## config.mk

```make
export PLATFORM = sky130hd
export DESIGN_NAME = memory_arbiter
export DESIGN_NICKNAME = d
export VERILOG_FILES = /design/src/rtl/memory_arbiter.sv
export SDC_FILE = /design/constraint.sdc
export NUM_CORES = 1
export LEC_CHECK = 0
export CAP_MARGIN = 20
export CORE_MARGIN = 10
export CORE_UTILIZATION = 19
export CTS_BUF_LIST = sky130_fd_sc_hd__clkbuf_4 sky130_fd_sc_hd__clkbuf_8
export DETAILED_ROUTE_END_ITERATION = 8
export PLACE_DENSITY_LB_ADDON = 0.12
export SLEW_MARGIN = 10
export SYNTH_ARGS = -nofsm -noshare
export SYNTH_HDL_FRONTEND = slang
export SYNTH_SLANG_ARGS = --single-unit
export TNS_END_PERCENT = 1
```

## constraint.sdc

```tcl
create_clock -name clk -period 2.2 [get_ports clk]
set_clock_uncertainty 0.05 [all_clocks]
set_input_delay 0.66 -clock clk [delete_from_list [all_inputs] [get_ports clk]]
set_output_delay 0.66 -clock clk [all_outputs]
set_load 0.05 [all_outputs]
```

## src/rtl/memory_arbiter.sv

```systemverilog
// Two-client arbiter in front of a single memory: independent write and read arbitration,
// read responses steered by a one-deep tag. Define MEMORY_ARBITER_RR_EN for round-robin priority.
module memory_arbiter #(
  parameter  int WIDTH = 16,
  parameter  int DEPTH = 256,
  localparam int AW    = $clog2(DEPTH)
) (
  input  logic             clk,
  input  logic             rst,
  input  logic             c0_waddr_stb,
  input  logic [AW-1:0]    c0_waddr_dat,
  output logic             c0_waddr_rdy,
  input  logic             c0_wdata_stb,
  input  logic [WIDTH-1:0] c0_wdata_dat,
  output logic             c0_wdata_rdy,
  input  logic             c0_raddr_stb,
  input  logic [AW-1:0]    c0_raddr_dat,
  output logic             c0_raddr_rdy,
  output logic             c0_rdata_stb,
  output logic [WIDTH-1:0] c0_rdata_dat,
  input  logic             c0_rdata_rdy,
  input  logic             c1_waddr_stb,
  input  logic [AW-1:0]    c1_waddr_dat,
  output logic             c1_waddr_rdy,
  input  logic             c1_wdata_stb,
  input  logic [WIDTH-1:0] c1_wdata_dat,
  output logic             c1_wdata_rdy,
  input  logic             c1_raddr_stb,
  input  logic [AW-1:0]    c1_raddr_dat,
  output logic             c1_raddr_rdy,
  output logic             c1_rdata_stb,
  output logic [WIDTH-1:0] c1_rdata_dat,
  input  logic             c1_rdata_rdy,
  output logic             m_waddr_stb,
  output logic [AW-1:0]    m_waddr_dat,
  input  logic             m_waddr_rdy,
  output logic             m_wdata_stb,
  output logic [WIDTH-1:0] m_wdata_dat,
  input  logic             m_wdata_rdy,
  output logic             m_raddr_stb,
  output logic [AW-1:0]    m_raddr_dat,
  input  logic             m_raddr_rdy,
  input  logic             m_rdata_stb,
  input  logic [WIDTH-1:0] m_rdata_dat,
  output logic             m_rdata_rdy
);

  logic tag_vld_q, tag_vld_d;
  logic tag_id_q, tag_id_d;
  logic wr_ptr_q, wr_ptr_d;
  logic rd_ptr_q, rd_ptr_d;

  logic wr_elig0_s, wr_elig1_s, wr_gnt_s;
  logic rd_gnt_s, rsp_pop_s, issue_ok_s, rd_xfer_s;
  logic unused_wdata_rdy_s;

  // Memory write-data ready is implied by write-address ready for this memory.
  assign unused_wdata_rdy_s = m_wdata_rdy;

  // Write arbitration: a client competes only with both of its write strobes high.
  always_comb begin
    wr_elig0_s = c0_waddr_stb & c0_wdata_stb;
    wr_elig1_s = c1_waddr_stb & c1_wdata_stb;
    if (wr_elig0_s & wr_elig1_s) begin
      wr_gnt_s = wr_ptr_q;
    end else if (wr_elig1_s) begin
      wr_gnt_s = 1'b1;
    end else begin
      wr_gnt_s = 1'b0;
    end
    m_waddr_stb  = wr_elig0_s | wr_elig1_s;
    m_wdata_stb  = wr_elig0_s | wr_elig1_s;
    m_waddr_dat  = wr_gnt_s ? c1_waddr_dat : c0_waddr_dat;
    m_wdata_dat  = wr_gnt_s ? c1_wdata_dat : c0_wdata_dat;
    c0_waddr_rdy = wr_elig0_s & ~wr_gnt_s & m_waddr_rdy;
    c0_wdata_rdy = wr_elig0_s & ~wr_gnt_s & m_waddr_rdy;
    c1_waddr_rdy = wr_elig1_s & wr_gnt_s & m_waddr_rdy;
    c1_wdata_rdy = wr_elig1_s & wr_gnt_s & m_waddr_rdy;
  end

  // Read arbitration and response steering; a new read issues only once the tag is free.
  always_comb begin
    if (c0_raddr_stb & c1_raddr_stb) begin
      rd_gnt_s = rd_ptr_q;
    end else if (c1_raddr_stb) begin
      rd_gnt_s = 1'b1;
    end else begin
      rd_gnt_s = 1'b0;
    end
    m_rdata_rdy  = tag_vld_q ? (tag_id_q ? c1_rdata_rdy : c0_rdata_rdy) : 1'b1;
    rsp_pop_s    = m_rdata_stb & m_rdata_rdy;
    issue_ok_s   = ~tag_vld_q | rsp_pop_s;
    m_raddr_stb  = (c0_raddr_stb | c1_raddr_stb) & issue_ok_s;
    m_raddr_dat  = rd_gnt_s ? c1_raddr_dat : c0_raddr_dat;
    rd_xfer_s    = m_raddr_stb & m_raddr_rdy;
    c0_raddr_rdy = c0_raddr_stb & ~rd_gnt_s & m_raddr_rdy & issue_ok_s;
    c1_raddr_rdy = c1_raddr_stb & rd_gnt_s & m_raddr_rdy & issue_ok_s;
    c0_rdata_stb = m_rdata_stb & tag_vld_q & ~tag_id_q;
    c1_rdata_stb = m_rdata_stb & tag_vld_q & tag_id_q;
    c0_rdata_dat = m_rdata_dat;
    c1_rdata_dat = m_rdata_dat;
  end

  // Tag and priority-pointer next state; an untagged beat (orphan) leaves the tag clear.
  always_comb begin
    tag_vld_d = tag_vld_q;
    tag_id_d  = tag_id_q;
    if (rd_xfer_s) begin
      tag_vld_d = 1'b1;
      tag_id_d  = rd_gnt_s;
    end else if (rsp_pop_s) begin
      tag_vld_d = 1'b0;
    end else begin
      tag_vld_d = tag_vld_q;
    end
`ifdef MEMORY_ARBITER_RR_EN
    wr_ptr_d = (m_waddr_stb & m_waddr_rdy) ? ~wr_gnt_s : wr_ptr_q;
    rd_ptr_d = rd_xfer_s ? ~rd_gnt_s : rd_ptr_q;
`else
    wr_ptr_d = 1'b0;
    rd_ptr_d = 1'b0;
`endif
  end

  // State registers; reset overrides any transfer on the same edge.
  always_ff @(posedge clk) begin
    if (rst) begin
      tag_vld_q <= 1'b0;
      tag_id_q  <= 1'b0;
      wr_ptr_q  <= 1'b0;
      rd_ptr_q  <= 1'b0;
    end else begin
      tag_vld_q <= tag_vld_d;
      tag_id_q  <= tag_id_d;
      wr_ptr_q  <= wr_ptr_d;
      rd_ptr_q  <= rd_ptr_d;
    end
  end

endmodule

```

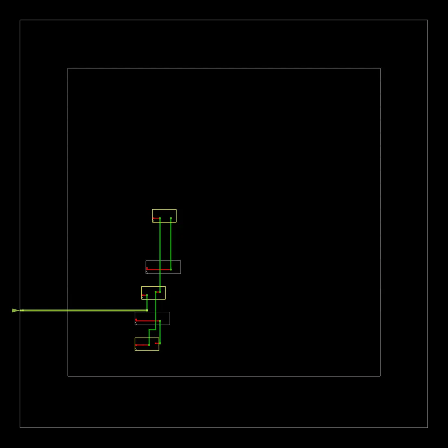
(clock routing)
CLK BUF: 3
flop count: 2

==> run summary <==
yosys + openroad results -> DR WL met2=2.231 mm, tap cell count=52, io pins=170, sequential fraction of total cell area=1.524%, sequential share of power=4.5%, pre-CTS WS=-731.0 ps, maximum VDD drop=0.2073 mV, mux share=44.25%, H-tree depth=1, MI comb area=668.1 µm², number of global-route vias before repair=1337, first-pass GRT wire length=7.320 mm, Nets at Floorplan=189, Tot Pwr=0.9624 mW, Yosys cell types=20, grt total ovfl=0, Post-Syn Area=837.1 µm², Tmin final=2384 ps, IO buf count=120, Ant. Diodes=0, Internal=0.5873 mW, Critical Path AT=1670 ps, adder-cell share of the synthesized area=0%, global route hottest layer=met2, final tally of setup violations=32, Non-clk bufs=138, Synth Instances=95, CTS clk-pin slew, worst paths=30 ps, CP cell instances=buf_8 > nand2_8 > a21oi_4 > buf_6 > buf_12 > mux2_4 > buf_8, maxcap violations=0, clock-cell share of area=1.571%, 1st-iter DRT viols=12, cell type with the largest total area=mux2_2, aoi share=7.175%, worst-path fanout max=7, cts hold-fix bufs=0, most frequent logic cell in the layout=clkdlybuf4s50_1, status=complete, but fails checks, Sink Count=2, Sw Ratio=38.98%, sequential area share after synthesis=4.783%, Non-clock buffer share=68.86%, crit path kind=input pin to primary output, PwrDens=366.3 mW/mm², Setup TNS=-4387 ps, Setup crit start kind=input pin, worst setup margin=-184.1 ps, worst relative slew slack=81.16%, Fill cells=336, yosys cell count=95, gpl congestion=0.7557, Top Metal Used=met4, Antenna Nets Post-Route=0, most used cell, CP=buf_8, largest stage delay on the critical path=310 ps, violations in the final reports=negative setup slack, Top pwr grp=combinational logic, non-filler cells, final=250, vias per std cell=4.372, yosys simple share=8.670%, fin area=0.002628 mm², met2 usage=19.73%, clk_lat worst skew=210 ps
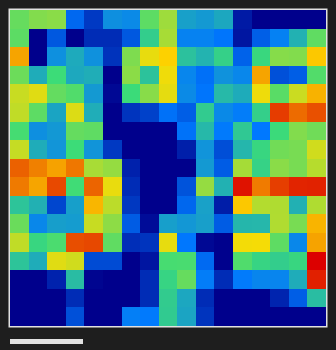
(routed metal per tile)
Scale bar: 20 µm. 17 x 17 tiles, from dark blue (low) to red (high), scaled to the fullest tile. Values are wire area over tile area, all layers added.
fullest tile	0.30
emptiest ninth of the die	center
mean over tiles	0.11
WL/cell: 18.94 µm
DR vias: 1093
final WL: 4.734 mm
Total GRT Usage: 12.13%

## cell usage after synthesis, drive strengths merged
cell type and number:
dfxtp 2, nor2b 2, and3 5, o21a 1, nand2 5, a311oi 1, mux2i 1, a221oi 1
buf 38, inv 1, a21oi 2, nor2 1, mux2 32, o21ai 2, and2 1
## path summary, 6_finish.rpt
| kind | start | to | slack [ps] | cells after the start |
|---|---|---|---|---|
| setup / recovery | c1_waddr_stb | m_wdata_dat[15] | -180 | 7 |
| hold / removal | tag_id_q | tag_id_q | 700 | 2 |
| setup reg to reg | tag_id_q | tag_id_q | 730 | 5 |
| hold reg to reg | tag_id_q | tag_id_q | 700 | 2 |
## critical path: cells and delay by family
family          cells  cell delay [ps]
compound gates      1              130
buf+inv             4              510
mux                 1              310
simple gates        1               50
Power is estimated from default activity; no workload was simulated.
